Figure 1. M1 wires (run 1).
(2 px per micron) Supply wires on this layer in gray.
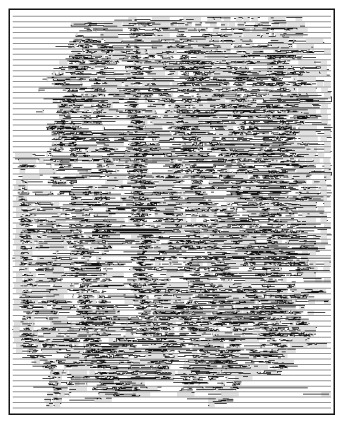
Figure 2. Placement density heat map (run 1).
(2 px per micron) 16 x 20 tiles, from dark blue (low) to red (high), 0 to 100% covered.
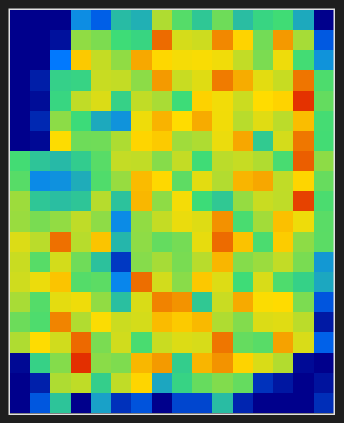
Figure 3. Wires at chosen ports, followed through buffers (run 1).
(1.5 px per micron)
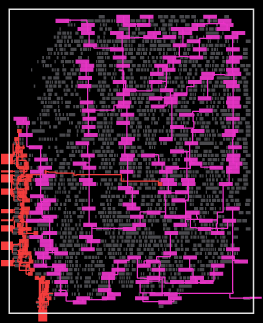
Design mul_div_unit, sky130hd; sources not shown.
==> impl_metrics.json, run 1 <==
{
  "synth_cell_types": 75,
  "ir_drop_v": 0.000287,
  "final_area_sq_um": 18500,
  "clkLatencyLatePin_ps": 540,
  "path_max_fanout": 22,
  "dp_slack_ps": 744,
  "synthXorXnorAreaFrac": 0.109,
  "grt_pass1_vias": 15400,
  "ys_cells": 2004,
  "clock-skew-final_ps": 11.2,
  "drive_gt1_frac": 0.0564,
  "path_clk_slew_ps": 70,
  "cts_root_buf": "clkbuf_16",
  "synthAoiAreaFrac": 0.244,
  "fmax_ghz": 0.265,
  "powerClk_w": 0.00207,
  "final_nets": 2218,
  "whs_ps": 220,
  "synthCells": 2004,
  "tns_ps": 0,
  "grt_pass1_wl_microns": 84600,
  "finalClockPeriodUsage": 0.840,
  "synth_flops": 205,
  "viasPerCell": 6.30,
  "power_leader": "sequential cells",
  "setup_ws_ps": 721,
  "syn-cell-area_sq_um": 16000,
  "dp_hpwl_microns": 41300,
  "pwr.group.sequential_w": 0.00268,
  "placed_cell_area_sq_um": 17700,
  "rsz0062_at_grt": "no",
  "synthArstFlopShare": 1.00,
  "seq_area_frac_synth": 0.322,
  "clkSinkCount": 205,
  "cp.required_ps": 4920,
  "grt_overflow": 0,
  "mux_area_frac": 0.0170,
  "syn_area_per_cell_sq_um": 7.96,
  "warning_count": 29,
  "final_cell_mix": "273 x nand2_1, 224 x o21ai_0, 203 x dfrtp_1, 142 x nor2_1, 135 x clkdlybuf4s50_1",
  "cts_hold_buf": 0,
  "cts_setup_buffers": 0,
  "grt_max_degree": 104,
  "critical-path-top-delay-family": "AND-OR/OR-AND gates",
  "sequentialPowerShare": 0.373,
  "antenna_found_initial": 3,
  "crit_cells": 13,
  "share_comb_of_total_power": 0.338,
  "drv_slew": 0,
  "path_cells": "inv_1 > buf_4 > nor2_1 > ha_1 > or2_2 > and4b_1 > o21a_1 > o21ai_0 > nor2_1 > o221a_2 > o21a_1 > or3_1 > a32o_1",
  "r2r_cells": 13,
  "switching_power_w": 0.00269,
  "die_w_microns": 162,
  "synth.top_cell.area_share": 0.322,
  "min_path_type": "in -> async",
  "critPathBufInv": 2,
  "cts_buffers": 24,
  "logic_family": "AND-OR/OR-AND gates",
  "status": "completed",
  "end_kind": "register",
  "slowest_delay_ps": 480,
  "num_rows": 72,
  "edf_count": 0,
  "syn_nets": 2147,
  "pg_comb_w": 0.00243,
  "crit_slowest_cell": "dfrtp_1",
  "drv_cap": 0,
  "die_h_microns": 202,
  "leakage_nw": 8.00,
  "cts_buffer_depth": 3,
  "dieArea_sq_um": 32600,
  "area_growth_pct": 16.0,
  "gp_congestion": 1.00,
  "critPathLaunchType": "register",
  "drtIter0Drc": 1428,
  "worstSetupPathType": "reg -> reg",
  "area_leaders": "dfrtp_1 32%, o21ai_0 7.1%, nand2_1 6.4%",
  "ys_area_sq_um": 16000,
  "synth_area_leader_cell": "dfrtp_1",
  "reg2reg_slack_ps": 720
}
Back to the opening pictures, Figure 1:
nets with wire on the layer = 2033
main direction = horizontal
Vias: 15.8k
M1 GR Usage: 0.376

Back to the opening pictures, Figure 2:
nearly empty tiles = 7.2%
fullest tile = 95%
emptiest ninth of the die = north-west
tiles over 75% full = 18%
mean over tiles = 55%
final core occ: 0.594
Core Density at Floorplan: 0.512
core area: 31200 sq um

Back to the opening pictures, Figure 3:
rst_n -> magenta  # bits 1, direction input, end cells 205, buffers 5, wire 1750 microns
b -> red  # bits 32, direction input, end cells 68, buffers 32, wire 837 microns
# IOs: 137
port bufs: 136

==> run 1: synthesized netlist by cell type, types with 4 or more instances <==
library cell / instances
o311ai_0: 6
inv_1: 65
clkbuf_1: 112
o21ai_1: 7
o221ai_1: 8
or3_4: 4
nand4_1: 15
nor2b_1: 12
nor3_1: 40
or4_4: 5
or4_1: 19
nand2b_1: 15
o21a_1: 7
and3_1: 23
a21o_1: 29
o21bai_1: 5
a21boi_0: 19
o31ai_1: 50
and2_1: 10
a22o_1: 10
o41ai_1: 20
o22ai_1: 4
ha_1: 70
or3_1: 20
nand3_1: 73
or2_2: 8
mux2i_1: 26
nor4_1: 18
dfrtp_1: 205
a31oi_1: 16
nor2_1: 145
a221oi_1: 23
a211oi_1: 18
a32oi_1: 9
buf_1: 11
nand2_1: 274
a21oi_1: 115
nand3b_1: 4
o211ai_1: 13
xnor2_1: 106
o21ai_0: 225
xor2_1: 92
==> run 1: layout make-up <==
| type | count | area (sq um) |
|---|---|---|
| fill | 2865 | 12700 |
| tap | 407 | 509 |
| clock buffer | 31 | 698 |
| inverter | 65 | 244 |
| multi-input combinational | 1609 | 10100 |
| clock inverter | 13 | 141 |
| antenna | 3 | 7.51 |
| sequential | 205 | 5130 |
| timing repair buffer | 170 | 1630 |
==> run 1: layer usage <==
metal | GRT usage | vias up | wire (microns)
met5 | 0 | - | 0
met4 | 0.215 | 0 | 3770
li1 | - | 7367 | -
met1 | 0.376 | 7509 | 19700
met2 | 0.571 | 698 | 26100
met3 | 0.0503 | 201 | 3940
==> run 1: stage by stage <==
step	cells	power [W]	utilization
floorplan	2004	0.00409	-
global placement	2456	0.00505	0.567
detailed placement	2456	0.00510	0.567
CTS	2500	0.00718	0.594
global route	2502	0.00758	0.594
finish	2503	0.00719	0.594
==> run 2, diff against run 1 <==
PLACE_DENSITY = 0.78   (was 0.76)
clock period = 3.2 ns   (was 4.5 ns; I/O delays follow)
Figure 4. Placement density heat map (run 2).
(2 px per micron) 16 x 20 tiles, from dark blue (low) to red (high), 0 to 100% covered.
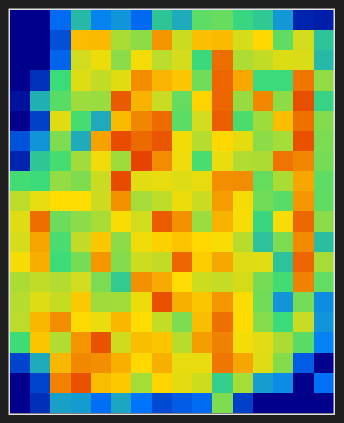
emptiest ninth of the die = north-west
fullest tile = 92%
nearly empty tiles = 5.0%
final core occ: 0.649

Figure 5. Cells colored by class (run 2).
(2 px per micron)
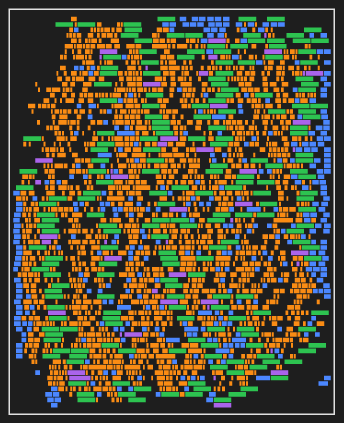
registers -> green  # cells 205, share of their area 26%
remaining logic cells -> orange  # cells 1674, share of their area 54%
remaining buffers and delay cells -> blue  # cells 353, share of their area 16%
clock drivers and dummy loads -> purple  # cells 46, share of their area 4.0%
Seq area share: 0.254
fin area: 20200 sq um
num rows: 72

==> impl_metrics.json, run 2 <==
{
  "synthXorXnorAreaFrac": 0.109,
  "area_growth_pct": 26.9,
  "postCtsResizedCells": 16,
  "mostFrequentLayoutCell": "nand2_1",
  "reg2reg_slack_ps": 100,
  "placed_cells": 2623,
  "fp_util": 0.512,
  "synthArstFlopShare": 1.00,
  "area_leaders": "dfrtp_1 32%, o21ai_0 7.1%, nand2_1 6.4%",
  "switching_power_w": 0.00398,
  "fmax_ghz": 0.323,
  "status": "complete, but fails checks",
  "r2r_cells": 10,
  "leakage_nw": 8.99,
  "rsz0062_at_grt": "yes",
  "cts_setup_buffers": 0,
  "critPathLaunchType": "register",
  "dp_hpwl_microns": 45000,
  "synth.top_cell.area_share": 0.322,
  "grt_overflow": 0,
  "path_max_fanout": 6,
  "clkSinkCount": 205,
  "clkLatencyLatePin_ps": 550,
  "grt_max_degree": 76,
  "setup_ws_ps": 101,
  "synth_area_leader_cell": "dfrtp_1",
  "end_kind": "register",
  "worstSetupPathType": "reg -> reg",
  "h-tree-depth": 1,
  "critical-path-top-delay-family": "simple AND/OR/NAND/NOR gates",
  "gp_congestion": 1.02,
  "failed_checks": "DRC",
  "cts_buffer_depth": 3,
  "drc": 1,
  "syn_area_per_cell_sq_um": 7.96,
  "antenna_found_initial": 1,
  "slew_headroom": 0.347,
  "final_nets": 2402,
  "synth.most_common_cell": "nand2_1",
  "syn-cell-area_sq_um": 16000,
  "finalClockPeriodUsage": 0.969,
  "clock-skew-final_ps": 21.2,
  "whs_ps": 479,
  "final_cell_mix": "273 x nand2_1, 217 x o21ai_0, 204 x buf_4, 201 x dfrtp_1, 140 x nor2_1",
  "die_h_microns": 202,
  "syn_nets": 2147,
  "share_comb_of_total_power": 0.395,
  "ys_cells": 2004,
  "cts_root_buf": "clkbuf_16",
  "numPortBuffers": 136,
  "slowest_delay_ps": 560,
  "warning_count": 27,
  "fin_cells": 2686,
  "logic_area_sq_um": 10400,
  "cp.required_ps": 3670,
  "dp_slack_ps": -292,
  "grt_pass1_vias": 16600,
  "vias": 16800,
  "drv_cap": 0,
  "min_path_type": "reg -> reg",
  "placed_cell_area_sq_um": 19000,
  "cts_buffers": 25,
  "flop_cell": "dfrtp_1",
  "path_cells": "or4_4 > or3_4 > or4_4 > o21ai_0 > xnor2_1 > nor2_1 > a21oi_1 > a21oi_1 > buf_4 > o21ai_0",
  "drv_slew": 0,
  "tns_ps": 0,
  "viasPerCell": 6.25,
  "dieArea_sq_um": 32600,
  "grt_pass1_wl_microns": 91300,
  "critPathBufInv": 1,
  "edf_count": 0,
  "crit_cells": 10,
  "io_pins": 137,
  "synthCells": 2004,
  "ys_area_sq_um": 16000,
  "logic_family": "AND-OR/OR-AND gates",
  "mux_area_frac": 0.0170,
  "seq_area_frac_synth": 0.322,
  "drive_gt1_frac": 0.150,
  "die_w_microns": 162,
  "synth_cell_types": 75,
  "drtIter0Drc": 1534,
  "core-area_sq_um": 31200,
  "crit_slowest_cell": "or4_4",
  "cts_hold_buf": 1,
  "path_clk_slew_ps": 60,
  "sequentialPowerShare": 0.343,
  "hold_viol": 0
}
-- run 2: cell counts after synthesis --
Identical to the previous run, type by type.
-- run 2: tightest hold or removal path, cell delays in order (launching register included) --
cell     delay (ps)
dfrtp_1         340
nand2_1          40
o21ai_0          60
-- run 2: routing by layer --
| metal | wire, microns | part of all wire | up-vias | global-route usage |
|---|---|---|---|---|
| met4 | 5040 | 0.086 | 0 | 0.267 |
| met3 | 4420 | 0.076 | 288 | 0.0598 |
| met2 | 28200 | 0.48 | 851 | 0.613 |
| li1 | - | - | 7745 | - |
| met5 | 0 | 0 | - | 0 |
| met1 | 20700 | 0.36 | 7892 | 0.403 |
-- run 2: stage by stage --
| stage | total power, W | utilization |
|---|---|---|
| final | 0.0106 | 0.649 |
| after global routing | 0.0112 | 0.649 |
| after CTS | 0.0104 | 0.638 |
| after detailed placement | 0.00760 | 0.610 |
| after global placement | 0.00751 | 0.610 |
| after floorplan | 0.00575 | - |
-- run 2: power groups by stage --
stage | clock, W | combinational (W) | sequential (W)
floorplan | 0 | 0.00220 | 0.00355
global placement | 0 | 0.00388 | 0.00363
detailed placement | 0 | 0.00395 | 0.00365
CTS | 0.00280 | 0.00400 | 0.00361
global route | 0.00291 | 0.00455 | 0.00369
finish | 0.00278 | 0.00419 | 0.00364
-- run 2: area by class of cell --
| type | count | share of cell area |
|---|---|---|
| inverter | 65 | 0.0121 |
| multi-input combinational | 1609 | 0.515 |
| clock buffer | 40 | 0.0357 |
| clock inverter | 6 | 0.00309 |
| tap | 407 | 0.0252 |
| timing repair buffer | 353 | 0.155 |
| antenna | 1 | 0.000124 |
| sequential | 205 | 0.254 |
Power figures rest on the tool's default switching activity, not on a simulated workload.
